### src/rtl/icache.sv
// Direct-mapped instruction cache with one 32-bit word per line. Hits return
// the word one cycle after the request. Misses issue a single word fetch to
// the memory controller and then fill the line. A flush that arrives during a
// fetch lets the fill finish but suppresses the response.
module icache #(
   parameter int INDEX_BITS = 6
) (
   input  logic        clk,
   input  logic        rst,
   input  logic        rdy,
   input  logic        if_valid,
   input  logic [31:0] if_addr,
   input  logic        if_clear,
   output logic        if_ready,
   output logic [31:0] if_inst,
   output logic        mc_valid,
   output logic [31:0] mc_addr,
   input  logic        mc_done,
   input  logic [31:0] mc_inst
);

   localparam int TAG_BITS = 30 - INDEX_BITS;
   localparam int LINES    = 1 << INDEX_BITS;

   typedef enum logic {
      IDLE,
      FETCH
   } state_e;

   state_e                state_q, state_d;
   logic [31:0]           req_addr_q, req_addr_d;
   logic                  drop_q, drop_d;
   logic                  if_ready_q, if_ready_d;
   logic [31:0]           if_inst_q, if_inst_d;

   logic [LINES-1:0]      valid_q;
   logic [TAG_BITS-1:0]   tag_q  [LINES];
   logic [31:0]           data_q [LINES];

   logic [INDEX_BITS-1:0] lk_index, fill_index;
   logic [TAG_BITS-1:0]   lk_tag, fill_tag;
   logic                  lk_hit;
   logic                  accept;
   logic                  fill_we;

   // Lookup uses the incoming PC; the fill uses the latched request address.
   assign lk_index   = if_addr[INDEX_BITS+1:2];
   assign lk_tag     = if_addr[31:INDEX_BITS+2];
   assign fill_index = req_addr_q[INDEX_BITS+1:2];
   assign fill_tag   = req_addr_q[31:INDEX_BITS+2];
   assign lk_hit     = valid_q[lk_index] && (tag_q[lk_index] == lk_tag);
   assign accept     = (state_q == IDLE) && if_valid && !if_clear;
   // A completion pulse seen outside FETCH is a protocol error and is ignored.
   assign fill_we    = (state_q == FETCH) && mc_done && rdy;

   // State register: synchronous reset, frozen while rdy is low.
   always_ff @(posedge clk) begin
      // NOTE: sequential state uses non-blocking assignments so every register
      // samples the pre-edge values of the others.
      if (rst) begin
         state_q <= IDLE;
      end else if (rdy) begin
         state_q <= state_d;
      end
   end

   // Next-state logic: a missed lookup starts a fetch, completion ends it.
   always_comb begin
      // NOTE: every combinational output gets a default first so no path
      // through the block leaves it unassigned and infers a latch.
      state_d = state_q;
      unique case (state_q)
         IDLE:    if (accept && !lk_hit) state_d = FETCH;
         FETCH:   if (mc_done)           state_d = IDLE;
         default: state_d = IDLE;
      endcase
   end

   // Outputs. mc_valid is deliberately combinational on mc_done so the
   // controller never sees a live request during its own completion pulse.
   always_comb begin
      mc_valid = (state_q == FETCH) && !mc_done;
      mc_addr  = req_addr_q;
      if_ready = if_ready_q && rdy;
      if_inst  = if_inst_q;
   end

   // Datapath next values: response pulse, returned word, request latch, drop.
   always_comb begin
      req_addr_d = req_addr_q;
      drop_d     = drop_q;
      if_ready_d = 1'b0;
      if_inst_d  = if_inst_q;
      if (accept) begin
         if (lk_hit) begin
            if_ready_d = 1'b1;
            if_inst_d  = data_q[lk_index];
         end else begin
            // Masking rather than slicing keeps the word-aligned address in one step.
            req_addr_d = if_addr & ~32'h3;
         end
      end
      if (state_q == FETCH) begin
         if (mc_done) begin
            drop_d = 1'b0;
            if (!(drop_q || if_clear)) begin
               if_ready_d = 1'b1;
               if_inst_d  = mc_inst;
            end
         end else if (if_clear) begin
            drop_d = 1'b1;
         end
      end
   end

   // Datapath registers with reset values, held while rdy is low.
   always_ff @(posedge clk) begin
      if (rst) begin
         req_addr_q <= 32'h0;
         drop_q     <= 1'b0;
         if_ready_q <= 1'b0;
         if_inst_q  <= 32'h0;
      end else if (rdy) begin
         req_addr_q <= req_addr_d;
         drop_q     <= drop_d;
         if_ready_q <= if_ready_d;
         if_inst_q  <= if_inst_d;
      end
   end

   // Valid bits: cleared only by reset, set by a fill.
   always_ff @(posedge clk) begin
      if (rst) begin
         valid_q <= '0;
      end else if (fill_we) begin
         valid_q[fill_index] <= 1'b1;
      end
   end

   // Tag and data arrays: written on fill, never reset.
   always_ff @(posedge clk) begin
      // NOTE: tag and data storage has no reset; the valid bits alone make
      // stale contents unreachable, and that lets the arrays map onto RAM.
      if (fill_we) begin
         tag_q[fill_index]  <= fill_tag;
         data_q[fill_index] <= mc_inst;
      end
   end

endmodule

### config.mk
export PLATFORM = sky130hd
export DESIGN_NAME = icache
export DESIGN_NICKNAME = d
export VERILOG_FILES = /design/src/rtl/icache.sv
export SDC_FILE = /design/constraint.sdc
export NUM_CORES = 2
export LEC_CHECK = 0
export CAP_MARGIN = 0
export CORE_ASPECT_RATIO = 1.1
export CORE_MARGIN = 2
export CORE_UTILIZATION = 50
export CTS_CLUSTER_DIAMETER = 30
export DETAILED_ROUTE_END_ITERATION = 8
export PLACE_DENSITY = 0.66
export RECOVER_POWER = 25
export SYNTH_ARGS = -nofsm -noshare
export SYNTH_HDL_FRONTEND = slang
export SYNTH_SLANG_ARGS = --single-unit
### constraint.sdc
create_clock -name clk -period 6.3 [get_ports clk]
set_input_delay 1.575 -clock clk [delete_from_list [all_inputs] [get_ports clk]]
set_output_delay 1.575 -clock clk [all_outputs]
set_load 0.05 [all_outputs]
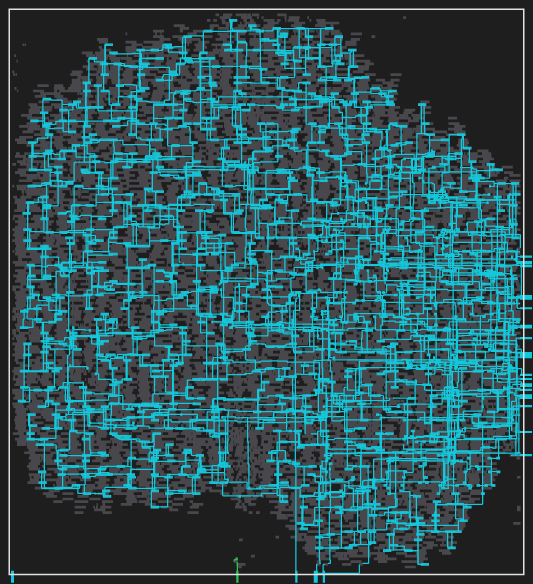
Figure 1: nets reached from selected ports.
(1 px per um)
Key: green = if_ready [bits 1, direction output, end cells 1, wire 16.0 um]; cyan = if_addr [bits 32, direction input, end cells 1,433, wire 46.8 mm]

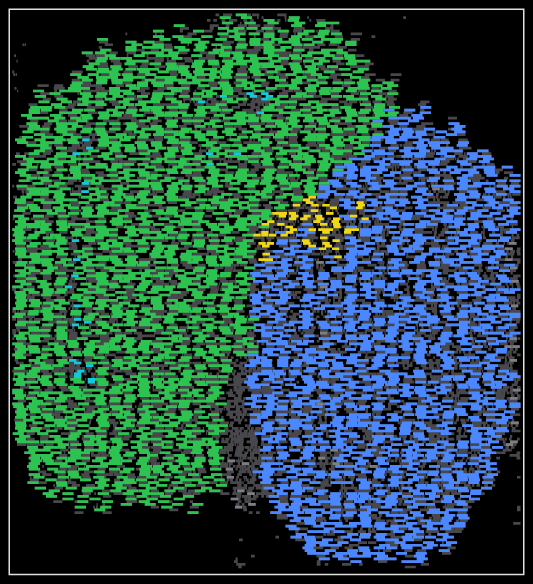
Figure 2: sequential cells grouped by signal name.
(1 px per um) Other sequential cells in the stronger grey, the rest of the logic in the fainter grey.
Key: blue = tag_q [flops 1,536]; green = data_q [flops 2,048]; cyan = if_inst [flops 32]; yellow = valid_q [flops 64]
sequential cell area share: 64.3%
register area: 0.110 mm2
final design utilization: 60.5%

==> flow_summary.toml <==
# synthesis and place-and-route metrics
[status]
outcome = "finished, violations left"
violations = "capacitance limit, slew limit"

[cells_and_area]
final_cell_mix = "edfxtp_1 (3,584), mux4_2 (994), clkbuf_16 (607), buf_4 (241), nor2_1 (195)"
final_nets = 7092
drive_above_1_share_pct = 32.7

[hold_path]
worstHoldStart = "valid_q[45]"
min_path_type = "reg2reg"
min_path_cells = 2

[synth]
area_leaders = "edfxtp_1 (76%), mux4_2 (16%), dfxtp_1 (1.8%), mux2i_1 (1.3%), nor2_1 (0.69%)"
yosys-stat-area_mm2 = 0.142
synthCells = 6287
async_flop_share_pct = 0
synth_warnings = 0
logic_family = "multiplexers"
fa_ha_area_share_pct = 0
synthTopCellsByCount = "edfxtp_1 (3,584), mux4_2 (994), nor2_1 (260)"

[critical_path]
cp_top_family = "flip-flops"
end_kind = "output pin"
worstReg2RegEnd = "if_inst[16]"
worstSetupStartpointType = "flop"
path_cells = "clkdlybuf4s50_1"
critical_path_arrival_ps = 3960
timing.critical_path.to = "mc_addr[30]"
worst-path-max-fanout = 66

[clocking]
clk_path_buf_depth = 4
cts_buffers = 602
insertion_delay_ps = 1050
htree_levels = 6
root_buffer = "clkbuf_16"

[job]
warnings = 45
drv_cap = 15

[sta]
setup_viol = 0
finalClockPeriodUsage_pct = 87.8
hold_viol = 0
final.min_clock_period_ps = 5530
timing.hold.ws_ps = 468
drv_slew = 998

[power]
power_uw = 62100

[detailed_routing]
drc = 0
first_pass_iters = 8

[place]
port_buffers = 131

[grt]
antenna_found_initial = 10
grt_overflow_total = 0
grt_pass1_wl_mm = 560

[floorplan]
fp-row-count = 205
io_pins = 136
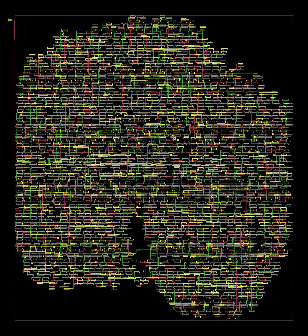
Figure 3: clock nets.
CTS Sinks: 3,713
Power Clock: 32,800 uW
clk_skew: 66.5 ps

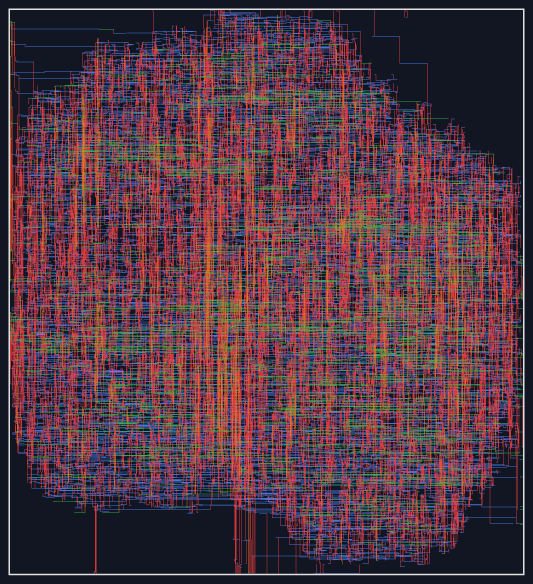
Figure 4: signal wires by layer.
(1 px per um)
Key: orange = met4 [wire length 16,000 um]; blue = met1 [wire length 151 mm]; purple = met5 [wire length 20.2 um]; red = met2 [wire length 196 mm]; green = met3 [wire length 39.0 mm]

-- registers in the layout, indices dropped and copies added (netlist names) --
signal,count
state_q,1
valid_q,64
if_ready_q,1
if_inst,32
data_q,2048
tag_q,1536
mc_addr,30
drop_q,1
-- through the flow --
| step | instance area (um2) | instances | setup TNS (ps) | worst slack, ps |
|---|---|---|---|---|
| 2_1_floorplan | 142000 | 6288 | 0 | 1170 |
| 3_3_place_gp | 151000 | 10100 | -1840 | -115 |
| 3_5_place_dp | 151000 | 10100 | -120 | -50.1 |
| 4_1_cts | 171000 | 11300 | 0 | 997 |
| 5_1_grt | 171000 | 11300 | 0 | 586 |
| 6_report | 171000 | 11300 | 0 | 767 |
-- layout make-up --
type                    count  area [um2]
clock inverters           420        5000
repair buffers            479        5020
well taps                3726        4660
inverters                  11        53.8
flip-flops and latches   3713      110000
diodes                     11        27.5
fillers                 19300      112000
clock buffers             687       15500
multi-input cells        2215       30900
-- metal layers --
metal / vias to the layer above / track usage (%) / wire length [um]
li1: 28400 / - / -
met1: 39200 / 37.8 / 151000
met4: 4 / 10.5 / 16000
met2: 4528 / 45.0 / 196000
met5: - / 0 / 20
met3: 877 / 4.90 / 39000
-- worst reg2reg max path: stages, from the launching register on --
cell      delay, ps
edfxtp_1        370
mux4_2          470
o22ai_1         180
a211oi_1         90
nor3_1          590
nor3_1          240
nand4b_1        420
nor4_2          370
nand3_1         280
buf_4           250
or4_2           580
buf_12          190
o221a_1         410
-- report_power, final --
group,switching (uW),internal (uW),total (uW)
registers,40.0,27100,27100
clock network,12000,20800,32800
logic,1280,881,2160
total,13300,48700,62100
Power and IR drop assume default switching activity.
